$ cat src/rtl/keystream_xor_unit.sv
// -----------------------------------------------------------------------------
// keystream_xor_unit
//
// Stream cipher combiner: XORs 128-bit data beats with 128-bit lanes taken
// from a 512-bit keystream block. AES blocks carry a single lane (bits
// [127:0]); ChaCha blocks carry four lanes, consumed low lane first. When a
// block runs out mid-message, the next block is requested. A beat flagged
// last ends the message and drops any unused lanes.
//
// Ports
//   clk_i                    clock, rising edge
//   rst_ni                   asynchronous reset, active low
//   algo_sel_i               0 = AES, 1 = ChaCha; latched on start_i
//   start_i                  one-cycle pulse, begins (or restarts) a message
//   ks_req_o                 one-cycle keystream block request
//   ks_valid_i, ks_data_i    keystream block delivery (512 bits)
//   in_valid_i/in_ready_o    input beat handshake
//   in_data_i/keep_i/last_i  input beat: data, byte enables, final flag
//   out_valid_o/out_ready_i  output beat handshake
//   out_data_o/keep_o/last_o XORed beat, forwarded keep/last
//   busy_o                   message in progress or final beat not yet drained
// -----------------------------------------------------------------------------

// Single byte lane of the combiner: disabled bytes are forced to zero.
module ksx_byte (
    input  logic [7:0] d_i,
    input  logic [7:0] ks_i,
    input  logic       keep_i,
    output logic [7:0] q_o
);
    assign q_o = keep_i ? (d_i ^ ks_i) : 8'h00;
endmodule

module keystream_xor_unit (
    input  logic         clk_i,
    input  logic         rst_ni,
    input  logic         algo_sel_i,
    input  logic         start_i,
    output logic         ks_req_o,
    input  logic         ks_valid_i,
    input  logic [511:0] ks_data_i,
    input  logic         in_valid_i,
    output logic         in_ready_o,
    input  logic [127:0] in_data_i,
    input  logic [15:0]  in_keep_i,
    input  logic         in_last_i,
    output logic         out_valid_o,
    input  logic         out_ready_i,
    output logic [127:0] out_data_o,
    output logic [15:0]  out_keep_o,
    output logic         out_last_o,
    output logic         busy_o
);

    localparam int NUM_BYTES = 16;

    typedef enum logic [1:0] {
        S_IDLE    = 2'd0,
        S_REQ     = 2'd1,
        S_WAIT_KS = 2'd2,
        S_XOR     = 2'd3
    } state_e;

    state_e         state_q, state_d;
    logic           algo_q;
    logic [511:0]   buf_q;
    logic [1:0]     lane_idx_q;
    logic [2:0]     lanes_left_q;

    logic           out_valid_q;
    logic [127:0]   out_data_q;
    logic [15:0]    out_keep_q;
    logic           out_last_q;

    logic           accept;
    logic           ks_take;
    logic           abort;
    logic [127:0]   lane;
    logic [127:0]   xored;

    // ------------------------------------------------------------------
    // Handshake qualifiers. A start pulse overrides everything else in the
    // same cycle: in_ready is masked so no beat slips in, and a keystream
    // block arriving alongside it is ignored.
    // ------------------------------------------------------------------
    assign accept  = in_valid_i && in_ready_o;
    assign ks_take = (state_q == S_WAIT_KS) && ks_valid_i && !start_i;
    assign abort   = start_i && (state_q != S_IDLE);

    // Current lane out of the buffered keystream block.
    always_comb begin
        lane = buf_q[127:0];
        case (lane_idx_q)
            2'd0: lane = buf_q[127:0];
            2'd1: lane = buf_q[255:128];
            2'd2: lane = buf_q[383:256];
            2'd3: lane = buf_q[511:384];
            default: lane = buf_q[127:0];
        endcase
    end

    // Byte-wise XOR with keep masking.
    for (genvar b = 0; b < NUM_BYTES; b++) begin : g_byte
        ksx_byte u_byte (
            .d_i    (in_data_i[8*b +: 8]),
            .ks_i   (lane[8*b +: 8]),
            .keep_i (in_keep_i[b]),
            .q_o    (xored[8*b +: 8])
        );
    end

    // ------------------------------------------------------------------
    // FSM: state register
    // ------------------------------------------------------------------
    always_ff @(posedge clk_i or negedge rst_ni) begin
        if (!rst_ni) state_q <= S_IDLE;
        else         state_q <= state_d;
    end

    // ------------------------------------------------------------------
    // FSM: next state
    // ------------------------------------------------------------------
    always_comb begin
        state_d = state_q;
        if (start_i) begin
            state_d = S_REQ;
        end else begin
            case (state_q)
                S_IDLE:    state_d = S_IDLE;
                S_REQ:     state_d = S_WAIT_KS;
                S_WAIT_KS: if (ks_valid_i) state_d = S_XOR;
                S_XOR: begin
                    if (accept) begin
                        if (in_last_i)                state_d = S_IDLE;
                        else if (lanes_left_q == 3'd1) state_d = S_REQ;
                    end
                end
                default:   state_d = S_IDLE;
            endcase
        end
    end

    // ------------------------------------------------------------------
    // FSM: outputs
    // ------------------------------------------------------------------
    always_comb begin
        ks_req_o   = (state_q == S_REQ);
        // Input may only advance when the output register is free or
        // draining this cycle, so there is never more than one beat in flight.
        in_ready_o = (state_q == S_XOR) && (!out_valid_q || out_ready_i) && !start_i;
        busy_o     = (state_q != S_IDLE) || out_valid_q;
    end

    // ------------------------------------------------------------------
    // Keystream buffer and lane bookkeeping
    // ------------------------------------------------------------------
    always_ff @(posedge clk_i or negedge rst_ni) begin
        if (!rst_ni) begin
            algo_q       <= 1'b0;
            buf_q        <= '0;
            lane_idx_q   <= 2'd0;
            lanes_left_q <= 3'd0;
        end else if (start_i) begin
            // New message: relatch algorithm and drop any leftover keystream.
            algo_q       <= algo_sel_i;
            buf_q        <= '0;
            lane_idx_q   <= 2'd0;
            lanes_left_q <= 3'd0;
        end else if (ks_take) begin
            buf_q        <= ks_data_i;
            lane_idx_q   <= 2'd0;
            lanes_left_q <= algo_q ? 3'd4 : 3'd1;
        end else if (accept) begin
            lane_idx_q   <= lane_idx_q + 2'd1;
            // A last beat discards whatever lanes remain in the block.
            lanes_left_q <= in_last_i ? 3'd0 : (lanes_left_q - 3'd1);
        end
    end

    // ------------------------------------------------------------------
    // Output register. Reloads on accept even while draining, so a stream
    // with out_ready held high runs at one beat per cycle.
    // ------------------------------------------------------------------
    always_ff @(posedge clk_i or negedge rst_ni) begin
        if (!rst_ni) begin
            out_valid_q <= 1'b0;
            out_data_q  <= '0;
            out_keep_q  <= '0;
            out_last_q  <= 1'b0;
        end else if (abort) begin
            // Restart mid-message drops the in-flight beat.
            out_valid_q <= 1'b0;
        end else if (accept) begin
            out_valid_q <= 1'b1;
            out_data_q  <= xored;
            out_keep_q  <= in_keep_i;
            out_last_q  <= in_last_i;
        end else if (out_ready_i) begin
            out_valid_q <= 1'b0;
        end
    end

    assign out_valid_o = out_valid_q;
    assign out_data_o  = out_data_q;
    assign out_keep_o  = out_keep_q;
    assign out_last_o  = out_last_q;

endmodule

$ cat config.mk
export PLATFORM = sky130hd
export DESIGN_NAME = keystream_xor_unit
export DESIGN_NICKNAME = d
export VERILOG_FILES = /design/src/rtl/keystream_xor_unit.sv
export SDC_FILE = /design/constraint.sdc
export NUM_CORES = 1
export LEC_CHECK = 0
export CORE_MARGIN = 2
export CORE_UTILIZATION = 30
export DETAILED_ROUTE_END_ITERATION = 16
export PLACE_DENSITY = 0.51
export SLEW_MARGIN = 5
export SYNTH_ARGS = -nofsm -noshare
export SYNTH_HDL_FRONTEND = slang
export SYNTH_HIERARCHICAL = 1
export SYNTH_SLANG_ARGS = --single-unit
$ cat constraint.sdc
create_clock -name clk_i -period 2.81 [get_ports clk_i]
set_clock_uncertainty 0.1 [all_clocks]
set_input_delay 0.281 -clock clk_i [delete_from_list [all_inputs] [get_ports clk_i]]
set_output_delay 0.281 -clock clk_i [all_outputs]
set_load 0.01 [all_outputs]
==> run_1/clk_routes.png <==
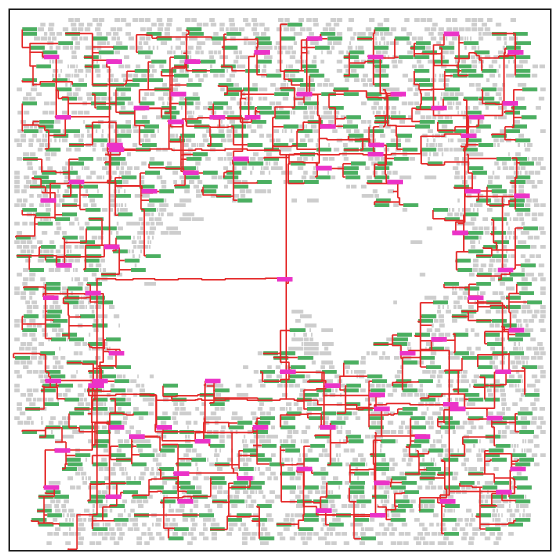
clock wires -> red  # length 9670 µm
flip-flops -> green  # count 666
clock drivers -> magenta  # count 78
routed clock nets = 79
flops lie = widely spread
Worst-Skew Late Latency: 0.64 ns
Clk pwr share: 36.5%
clk pwr: 10800 µW

==> run_1/congestion.png <==
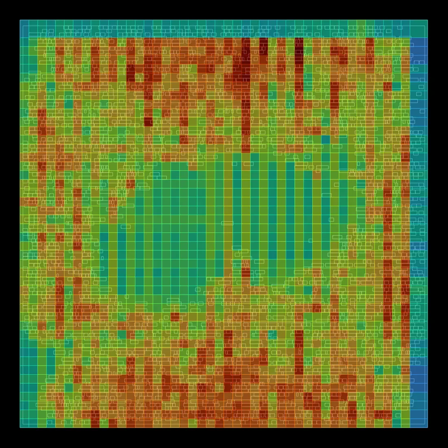
gr usage total: 22.0%
wire per inst: 25.5 µm
global routing's busiest layer: met2
fin util: 43.6%

==> run_1/wires.png <==
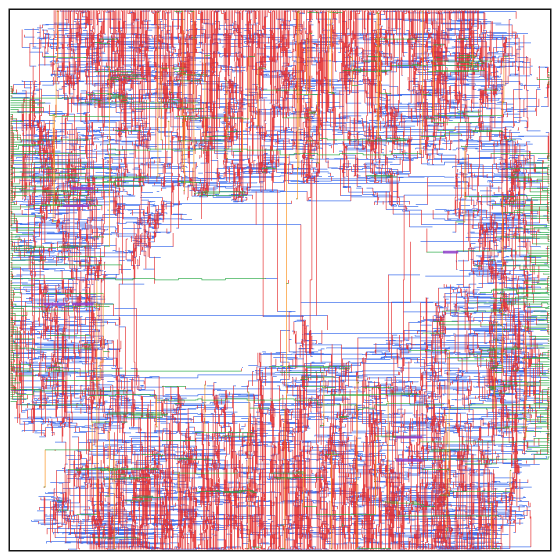
metal 5 -> purple  # wire length 82.8 µm
metal 4 -> orange  # wire length 3140 µm
metal 3 -> green  # wire length 7250 µm
metal 2 -> red  # wire length 58.2 mm
metal 1 -> blue  # wire length 46.2 mm
overall routed net length: 115000 µm
via count: 23.1k

==> run_1/power_grid.png <==
Bar = 100 µm. Pins as bars on the die edge. Tap cells in gray.
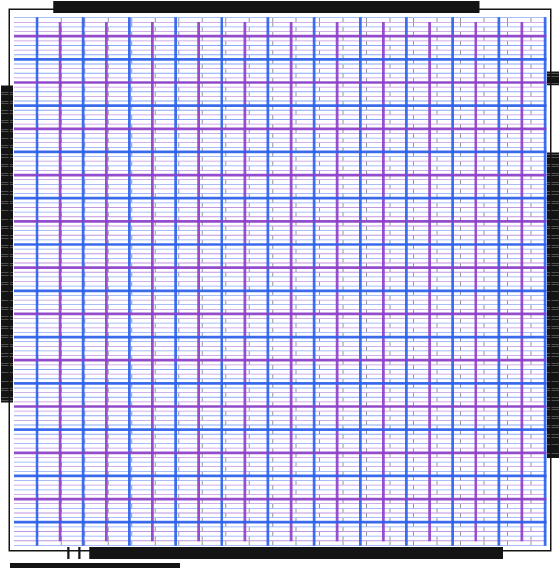
VSS -> blue
VDD -> purple
signal pins = 813
met5 straps = 22
met1 rails = 115
tap cells = 1276
core area: 97000 µm²
die height: 317 µm
maximum vdd drop: 0.000433 V
Die W: 317 µm

==> run 1: final timing paths <==
path | startpoint | depth (start not counted) | to
max in group asynchronous | rst_ni | 3 | buf_q[38]
worst min register to register | out_data_o[122] | 1 | out_data_o[122]
worst min-delay path | ks_data_i[72] | 3 | buf_q[72]
min in group asynchronous | rst_ni | 2 | buf_q[112]
worst max register to register | lane_idx_q[0] | 8 | out_data_o[85]
worst max-delay path | lane_idx_q[0] | 8 | out_data_o[85]
==> run 1: metal layers <==
layer / vias up / routed length [µm]
met4: 14 / 3140
met3: 158 / 7250
met2: 902 / 58200
li1: 10196 / -
met5: - / 82
met1: 11800 / 46200
==> run 1: timing repair <==
action / in CTS / in global routing
hold endpoints to repair: 50 / 0
setup endpoints to repair: 0 / 1
hold buffers: 1 / 0
resized: 0 / 2
==> impl_metrics.csv, run 1 <==
group,metric,value,unit
run_status,status,"finished, final reports clean",
placed_design,dp_cells,4330,
yosys,xor_area_share,3.84,%
layout,final_area,42300,µm²
final_timing,worstMarginPinSlew,0.736,ns
layout,n_fill_cell,9072,
yosys,ys.flop_type,"dfrtp_1",
yosys,synthAoiAreaFrac,18.3,%
yosys,fp_nets,3012,
global_route,grt_max_degree,113,
layout,largest_reg_flops,512,
floorplan,die-area,101000,µm²
critical_path,cp_cell_sequence,"inv_1 -> ha_4 -> buf_12 -> a222oi_1 -> mux2i_1 -> xor2_1 -> and2_1 -> mux2_4",
critical_path,cp_num_buf_inv,2,
job,cap_viol_max_count,0,
final_timing,hold_ws,0.0865,ns
floorplan,fp_util,30.4,%
yosys,synth.logic.top_family,"AND-OR/OR-AND gates",
layout,comb_share,27.0,%
floorplan,taps,1276,
global_route,grt_use_met3,4.43,%
power,p_leak,0.0196,µW
layout,drive_above_1_share,11.3,%
final_timing,hold_viol_final,0,
global_route,overflow,0,
power,power.switching,7950,µW
layout,inv_count,137,
yosys,ys_async_sr_fraction,100,%
layout,seqAreaFraction,39.4,%
critical_path,critPathArrivalTime,3.13,ns
power,switching_share,26.8,%
power,combPwrFrac,23.8,%
layout,clkCellAreaFrac,6.44,%
global_route,gr-usage-met2,37.3,%
layout,layout_top_cells,"811 x clkdlybuf4s50_1, 664 x dfrtp_1, 384 x a22o_1",
yosys,ys_seq_share,56.6,%
yosys,synthesis.area,29500,µm²
yosys,synth_cell_types,38,
## Run 2: what changed since run 1
--- a/config.mk
+++ b/config.mk
@@ -7,2 +7,4 @@
 export LEC_CHECK = 0
+export CELL_PAD_IN_SITES_DETAIL_PLACEMENT = 1
+export CELL_PAD_IN_SITES_GLOBAL_PLACEMENT = 1
 export CORE_MARGIN = 2
@@ -10,3 +12,3 @@
 export DETAILED_ROUTE_END_ITERATION = 16
-export PLACE_DENSITY = 0.51
+export PLACE_DENSITY = 0.63
 export SLEW_MARGIN = 5
==> constraint.sdc (replaced) <==
create_clock -name clk_i -period 2.81 [get_ports clk_i]
set_clock_uncertainty 0.1 [all_clocks]
set_input_delay 0.4215 -clock clk_i [delete_from_list [all_inputs] [get_ports clk_i]]
set_output_delay 0.4215 -clock clk_i [all_outputs]
set_load 0.01 [all_outputs]
==> run_2/placement_by_type.png <==
Bar = 100 µm.
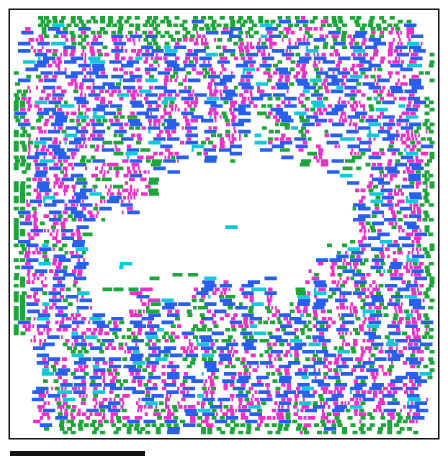
combinational and other logic -> magenta  # cells 1487
clock drivers and dummy loads -> cyan  # cells 142
flops -> blue  # cells 666
other buffers and delay cells -> green  # cells 909
Seq area share: 39.3%
fin util: 43.7%
row count: 114

==> run_2/power_grid.png <==
Bar = 100 µm. Pins as bars on the die edge. Tap cells in gray.
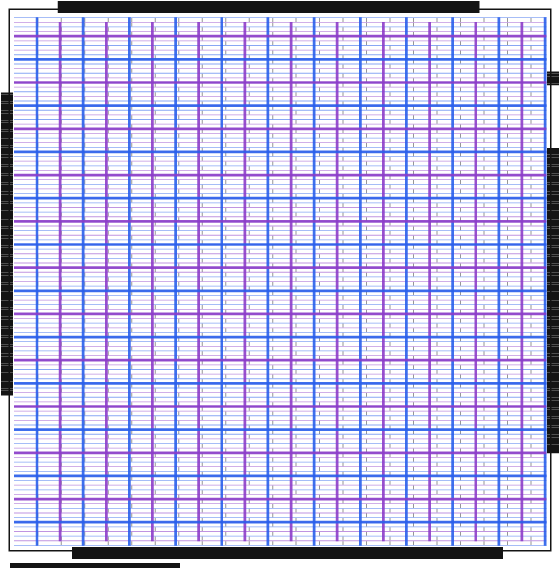
VDD -> purple
VSS -> blue
met5 straps = 22
rows = 114
maximum vdd drop: 0.000406 V

==> impl_metrics.csv, run 2 <==
group,metric,value,unit
critical_path,cp_cell_sequence,"buf_4 -> ha_4 -> buf_4 -> a222oi_1 -> mux2i_1 -> xor2_1 -> and2_1 -> mux2_2",
run_status,status,"finished, final reports clean",
layout,final_area,42400,µm²
hold_path,worstHoldStart,"ks_data_i[67]",
floorplan,die_h,317,µm
job,cap_viol_max_count,0,
global_route,gr-usage-met2,39.1,%
floorplan,fp_util,30.4,%
hold_path,worstHoldEndpoint,"buf_q[67]",
critical_path,r2r_end,"out_data_o[127]",
layout,n_fill_cell,10171,
critical_path,startpoint,"lane_idx_q[0]",
power,switching_share,27.3,%
power,p_leak,0.0197,µW
critical_path,cp_num_cells,8,
power,p_clk_share,36.4,%
floorplan,die-area,101000,µm²
global_route,overflow,0,
drt,m1WireLength,48400,µm
clock_network,cts_hold_buf,1,
yosys,ys.flop_type,"dfrtp_1",
floorplan,core,97000,µm²
layout,layout_top_cells,"811 x clkdlybuf4s50_1, 665 x dfrtp_1, 384 x a22o_1",
final_timing,hold_ws,0.234,ns
floorplan,die_x,317,µm
drt,vias,23406,
global_route,grt.total_usage,23.1,%
critical_path,critPathArrivalTime,3.12,ns
drt,wl_met2,60700,µm
global_route,grt_use_met3,4.52,%
yosys,ys_seq_share,56.6,%
final_timing,worstMarginPinSlew,0.774,ns
critical_path,rr_worst_depth,8,
==> run 2: cell counts after synthesis <==
Identical to the previous run, type by type.
==> run 2: cell families (layout without fill, tap and decap cells) <==
family / count (synthesis) / after routing / synth area share, %
adder cells (fa/ha/maj): 10 / 10 / 0.425
AND-OR/OR-AND: 657 / 657 / 18.3
multiplexers: 274 / 274 / 11.1
flip-flops: 666 / 666 / 56.6
buffers and inverters: 322 / 1188 / 4.88
XOR/XNOR: 129 / 129 / 3.84
other: 0 / 41 / 0
AND/OR/NAND/NOR: 280 / 280 / 4.86
==> run 2: cell type report <==
class | instances | share of cell area (%)
clock buffer | 118 | 5.60
inverter | 137 | 1.21
clock inverter | 24 | 0.843
timing repair buffer | 909 | 22.1
sequential | 666 | 39.3
multi-input combinational | 1350 | 26.9
antenna | 41 | 0.242
tap | 1276 | 3.76
Power figures rest on the tool's default switching activity, not on a simulated workload.
